### config.mk
export PLATFORM = sky130hd
export DESIGN_NAME = pipe_adder
export DESIGN_NICKNAME = d
export VERILOG_FILES = /design/src/rtl/pipe_adder_pkg.sv /design/src/rtl/pipe_adder_seg.sv /design/src/rtl/pipe_adder.sv
export SDC_FILE = /design/constraint.sdc
export NUM_CORES = 1
export LEC_CHECK = 0
export ABC_AREA = 1
export CELL_PAD_IN_SITES_DETAIL_PLACEMENT = 1
export CELL_PAD_IN_SITES_GLOBAL_PLACEMENT = 2
export CORE_UTILIZATION = 37
export DETAILED_ROUTE_END_ITERATION = 10
export PLACE_DENSITY = 0.83
export SYNTH_ARGS = -nofsm -noshare
export SYNTH_HDL_FRONTEND = slang
export SYNTH_HIERARCHICAL = 1
export SYNTH_SLANG_ARGS = --single-unit
### constraint.sdc
create_clock -name clk -period 12.5 [get_ports clk]
set_clock_uncertainty 0.1 [all_clocks]
set_input_delay 1.875 -clock clk [delete_from_list [all_inputs] [get_ports clk]]
set_output_delay 1.875 -clock clk [all_outputs]
set_load 0.05 [all_outputs]
### src/rtl/pipe_adder_pkg.sv
`default_nettype none
// ============================================================================
// Module   : pipe_adder_pkg
// Purpose  : Shared definitions for the segmented pipelined adder/subtractor.
//            Provides the add/subtract mode encoding and the helpers used to
//            derive and sanity-check the slice count.
// Contents : ADD / SUB mode constants, calc_nseg(), width_ok()
// Revision : 1.0 - initial release
// ============================================================================
package pipe_adder_pkg;

  localparam logic ADD = 1'b0;
  localparam logic SUB = 1'b1;

  // Number of SEG_W-bit slices (and hence pipeline stages) in a WIDTH-bit add.
  function automatic int calc_nseg(input int width, input int seg_w);
    return width / seg_w;
  endfunction

  // WIDTH must split into a whole number of non-empty slices.
  function automatic bit width_ok(input int width, input int seg_w);
    return (seg_w > 0) && (width >= seg_w) && ((width % seg_w) == 0);
  endfunction

endpackage
`default_nettype wire

### src/rtl/pipe_adder_seg.sv
`default_nettype none
// ============================================================================
// Module   : pipe_adder_seg
// Purpose  : One SEG_W-bit slice of the pipelined adder. Adds a, b and the
//            incoming carry, and registers the slice sum and carry-out.
//            Registers advance only when en is high.
// Ports    : clk, rst (async, active-high), en (advance enable),
//            a, b [SEG_W] slice operands, ci carry-in,
//            sum [SEG_W] registered slice sum, co registered carry-out
// Revision : 1.0 - initial release
// ============================================================================
module pipe_adder_seg
  import pipe_adder_pkg::*;
#(
  parameter int SEG_W = 8
) (
  input  logic             clk,
  input  logic             rst,
  input  logic             en,
  input  logic [SEG_W-1:0] a,
  input  logic [SEG_W-1:0] b,
  input  logic             ci,
  output logic [SEG_W-1:0] sum,
  output logic             co
);

  logic [SEG_W:0] total;

  always_comb begin
    total = {1'b0, a} + {1'b0, b} + {{SEG_W{1'b0}}, ci};
  end

  always_ff @(posedge clk or posedge rst) begin
    if (rst) begin
      sum <= '0;
      co  <= 1'b0;
    end else if (en) begin
      sum <= total[SEG_W-1:0];
      co  <= total[SEG_W];
    end
  end

endmodule
`default_nettype wire

### src/rtl/pipe_adder.sv
`default_nettype none
// ============================================================================
// Module   : pipe_adder
// Purpose  : Segmented pipelined adder/subtractor with valid/ready handshake.
//            A WIDTH-bit operation is split into NSEG = WIDTH/SEG_W slices,
//            one per stage, with the carry rippling stage to stage. Upper
//            operand slices are skewed in, finished lower sum slices are
//            deskewed out, so the output register holds a coherent result
//            NSEG edges after the accepting edge.
//            sub=0: {cout,sum} = a + b + cin
//            sub=1: {cout,sum} = a + ~b + !cin  (cout = not-borrow)
// Ports    : clk, rst (async, active-high)
//            in_valid, in_ready, a, b, cin, sub   - input transaction
//            out_valid, out_ready, sum, cout      - output transaction
//            ovf                                  - only with PIPE_ADDER_OVF_EN
// Config   : define PIPE_ADDER_OVF_EN to add the registered signed-overflow
//            flag output ovf.
// Revision : 1.0 - initial release
// ============================================================================
module pipe_adder
  import pipe_adder_pkg::*;
#(
  parameter int WIDTH = 32,
  parameter int SEG_W = 8
) (
  input  logic             clk,
  input  logic             rst,
  input  logic             in_valid,
  output logic             in_ready,
  input  logic [WIDTH-1:0] a,
  input  logic [WIDTH-1:0] b,
  input  logic             cin,
  input  logic             sub,
  output logic             out_valid,
  input  logic             out_ready,
  output logic [WIDTH-1:0] sum,
  output logic             cout
`ifdef PIPE_ADDER_OVF_EN
  ,
  output logic             ovf
`endif
);

  localparam int NSEG = calc_nseg(WIDTH, SEG_W);

  if (!width_ok(WIDTH, SEG_W)) begin : g_width_check
    $error("pipe_adder: WIDTH must be a non-zero multiple of SEG_W");
  end

  logic             en;
  logic [WIDTH-1:0] b_cond;
  logic             cin_cond;
  logic [NSEG-1:0]  stage_valid;
  logic [NSEG-1:0]  stage_ci;
  logic [NSEG-1:0]  stage_co;
  logic [SEG_W-1:0] stage_a   [NSEG];
  logic [SEG_W-1:0] stage_b   [NSEG];
  logic [SEG_W-1:0] stage_sum [NSEG];
  logic [WIDTH-1:0] sum_next;

  // The whole pipe moves as one; it only stalls when a finished result is
  // waiting and downstream refuses it.
  assign en       = !out_valid || out_ready;
  assign in_ready = en;

  // Subtraction is a + ~b + !cin, so the conditioning happens once on entry
  // and each slice is a plain adder.
  assign b_cond   = (sub == ADD) ? b : ~b;
  assign cin_cond = (sub == SUB) ? ~cin : cin;

  always_ff @(posedge clk or posedge rst) begin
    if (rst) begin
      stage_valid <= '0;
      out_valid   <= 1'b0;
    end else if (en) begin
      stage_valid[0] <= in_valid;
      for (int k = 1; k < NSEG; k++) begin
        stage_valid[k] <= stage_valid[k-1];
      end
      out_valid <= stage_valid[NSEG-1];
    end
  end

  for (genvar k = 0; k < NSEG; k++) begin : g_slice
    if (k == 0) begin : g_first
      assign stage_a[0]  = a[SEG_W-1:0];
      assign stage_b[0]  = b_cond[SEG_W-1:0];
      assign stage_ci[0] = cin_cond;
    end else begin : g_skew
      // Slice k must wait k cycles so it meets the carry from slice k-1.
      logic [2*SEG_W-1:0] skew [k];

      always_ff @(posedge clk or posedge rst) begin
        if (rst) begin
          for (int i = 0; i < k; i++) begin
            skew[i] <= '0;
          end
        end else if (en) begin
          skew[0] <= {a[k*SEG_W +: SEG_W], b_cond[k*SEG_W +: SEG_W]};
          for (int i = 1; i < k; i++) begin
            skew[i] <= skew[i-1];
          end
        end
      end

      assign stage_a[k]  = skew[k-1][2*SEG_W-1:SEG_W];
      assign stage_b[k]  = skew[k-1][SEG_W-1:0];
      assign stage_ci[k] = stage_co[k-1];
    end

    pipe_adder_seg #(
      .SEG_W (SEG_W)
    ) u_seg (
      .clk (clk),
      .rst (rst),
      .en  (en),
      .a   (stage_a[k]),
      .b   (stage_b[k]),
      .ci  (stage_ci[k]),
      .sum (stage_sum[k]),
      .co  (stage_co[k])
    );

    if (k < NSEG - 1) begin : g_deskew
      // Slice k finishes NSEG-1-k cycles before the top slice; hold it back.
      localparam int DEPTH = NSEG - 1 - k;
      logic [SEG_W-1:0] dsk [DEPTH];

      always_ff @(posedge clk or posedge rst) begin
        if (rst) begin
          for (int i = 0; i < DEPTH; i++) begin
            dsk[i] <= '0;
          end
        end else if (en) begin
          dsk[0] <= stage_sum[k];
          for (int i = 1; i < DEPTH; i++) begin
            dsk[i] <= dsk[i-1];
          end
        end
      end

      assign sum_next[k*SEG_W +: SEG_W] = dsk[DEPTH-1];
    end else begin : g_top
      assign sum_next[k*SEG_W +: SEG_W] = stage_sum[k];
    end
  end

  always_ff @(posedge clk or posedge rst) begin
    if (rst) begin
      sum  <= '0;
      cout <= 1'b0;
    end else if (en) begin
      sum  <= sum_next;
      cout <= stage_co[NSEG-1];
    end
  end

`ifdef PIPE_ADDER_OVF_EN
  // Operand sign bits captured alongside the top slice. With b already
  // conditioned, one rule covers both modes: equal operand signs and a
  // result sign different from a.
  logic a_msb_q;
  logic b_msb_q;

  always_ff @(posedge clk or posedge rst) begin
    if (rst) begin
      a_msb_q <= 1'b0;
      b_msb_q <= 1'b0;
      ovf     <= 1'b0;
    end else if (en) begin
      a_msb_q <= stage_a[NSEG-1][SEG_W-1];
      b_msb_q <= stage_b[NSEG-1][SEG_W-1];
      ovf     <= (a_msb_q == b_msb_q) && (stage_sum[NSEG-1][SEG_W-1] != a_msb_q);
    end
  end
`endif

endmodule
`default_nettype wire

==> impl_metrics.toml <==
# yosys + openroad results
[critical_path]
rr_worst_depth = 5
cp.required_ns = 10.52
crit_fanout = 58
worstSetupStartpoint = "out_ready"
r2r_slack_ns = 9.88
endpoint_kind = "primary output"
regToRegEndpoint = "g_slice[0].g_deskew.dsk[2]"
cp.depth = 4

[floorplan]
die_x_um = 167.3
fp_util_pct = 37.60
rows = 60
die_h_um = 167.3
taps = 341

[synthesis]
xor_share_pct = 0.7801
ys_sh_adder_pct = 5.052
synth.most_common_cell = "nand2_1"
top_area_share_pct = 53.99
synth_area_leader_cell = "dfrtp_1"
ys_warn_count = 6
yosys.area_share.simple_pct = 26.65
top_cells_by_area = "dfrtp_1 54%, nand2_1 20%, o21ai_0 4.6%"
muxShareOfSynthArea_pct = 0
common_cells = "538 x nand2_1, 218 x dfrtp_1, 106 x inv_1"
syn-cell-area_um2 = 10100
ys.flop_type = "dfrtp_1"
ys_cells = 1188
logic_family = "simple AND/OR/NAND/NOR gates"

[route]
wl_met1_um = 11650
postRouteAntennaNets = 0
top_layer = "met4"

[layout]
comb_area_share_pct = 32.44
clk_share_pct = 6.813
layout.nets = 1382
final_common_cell = "nand2_1"
antennaDiodeCount = 0
comb_area_um2 = 3950
area_growth_pct = 20.51
nonClockInverterCount = 111
numSequentialCells = 218
fin_area_um2 = 12180
most-common-layout-cells = "537 x nand2_1, 218 x dfrtp_1, 105 x inv_1, 104 x clkdlybuf4s50_1, 92 x o21ai_0"
sh_seq_area_pct = 44.80
n_fill_cell = 3217

[sta]
period_needed_ns = 5.907
slew_viol_final = 0
setup_tns_ns = 0
finalHoldViolCount = 0
timing.fmax_ghz = 0.1693
final.setup.worst_slack_ns = 6.593
rsz0062_at_grt = "no"
min_period_over_period_pct = 47.26

[placement]
gp_congestion = 0.7425
dp_slack_ns = 6.610
dpl.hpwl_um = 15410
dp.cells = 1591

[outcome]
status = "finished, final reports clean"

[clock_network]
cts.path.max_buffers = 3
post_cts_resized = 0
cts.sinks = 218
cts_buffers = 24
cts-root-buf = "clkbuf_16"
clkSlewWorstSetupHoldPaths_ns = 0.05

[pwr]
ir_worst_vdd_v = 0.0001071

[job]
tool_warnings = 28

[global_routing]
overflow = 0
grt_pass1_wl_um = 40510
grt.met3_usage_pct = 2.529
antenna_found_initial = 0

[min_path]
hp-class = "register to register"
min_delay_worst_endpoint = "out_valid"
hp-start = "stage_valid[3]"
[worst reg2reg max path: stages (launching register included)]
cell and delay [ns]:
dfrtp_1 0.41, inv_1 0.09, nor2_4 0.07, buf_4 0.56
buf_4 0.93, o21ai_0 0.29
[flip-flops by register name (all words and copies together) (netlist names)]
signal / cells
cout: 1
g_slice.g_skew.skew: 96
sum: 32
g_slice.u_seg/co: 4
stage_valid: 4
g_slice.g_deskew.dsk: 48
g_slice.u_seg/sum: 32
out_valid: 1
[where the power goes]
part | internal (W) | leakage (nW) | total (W) | switching (W)
Clock | 0.000462 | 0.406 | 0.000739 | 0.000277
Combinational | 0.000467 | 3.23 | 0.00131 | 0.000841
Sequential | 0.00102 | 2.63 | 0.00120 | 0.000175
==> images/clk_routes.png <==
Bar = 50 um.
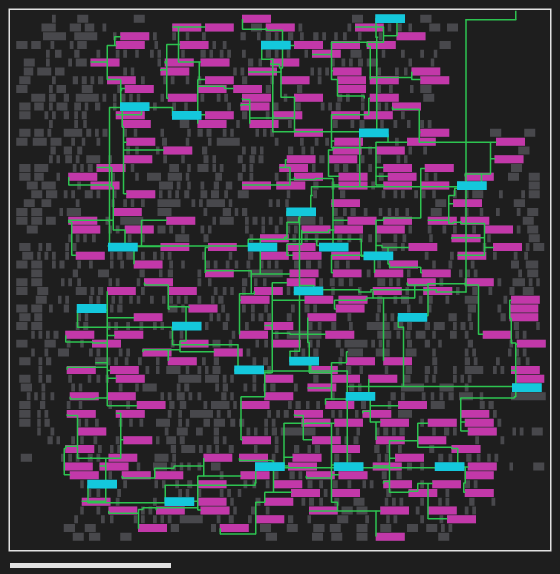
Key: green = clock wires [length 2880 um]; cyan = clock drivers [count 24]; magenta = flip-flops [count 218]
Position of the flops: all over the die. There are 25 routed clock nets.
Clk pwr share: 22.8%
worst skew pair latency: 0.51 ns
Clk. pwr: 0.000739 W

==> images/layer_met2.png <==
Cells faint in the background.
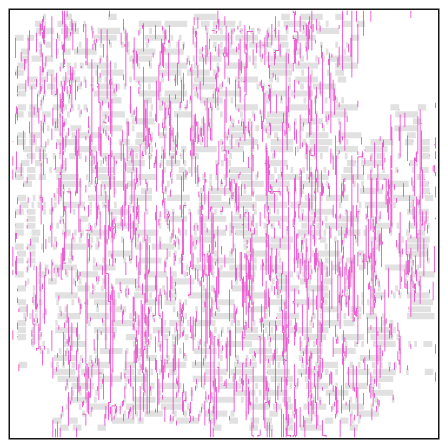
1081 nets have wire on it. The layer holds 45% of the routed length. The wires run mostly vertical. The layer carries 10200 um of wire.
routed wire length: 23020 um
via count: 7594

Power and IR drop assume default switching activity.
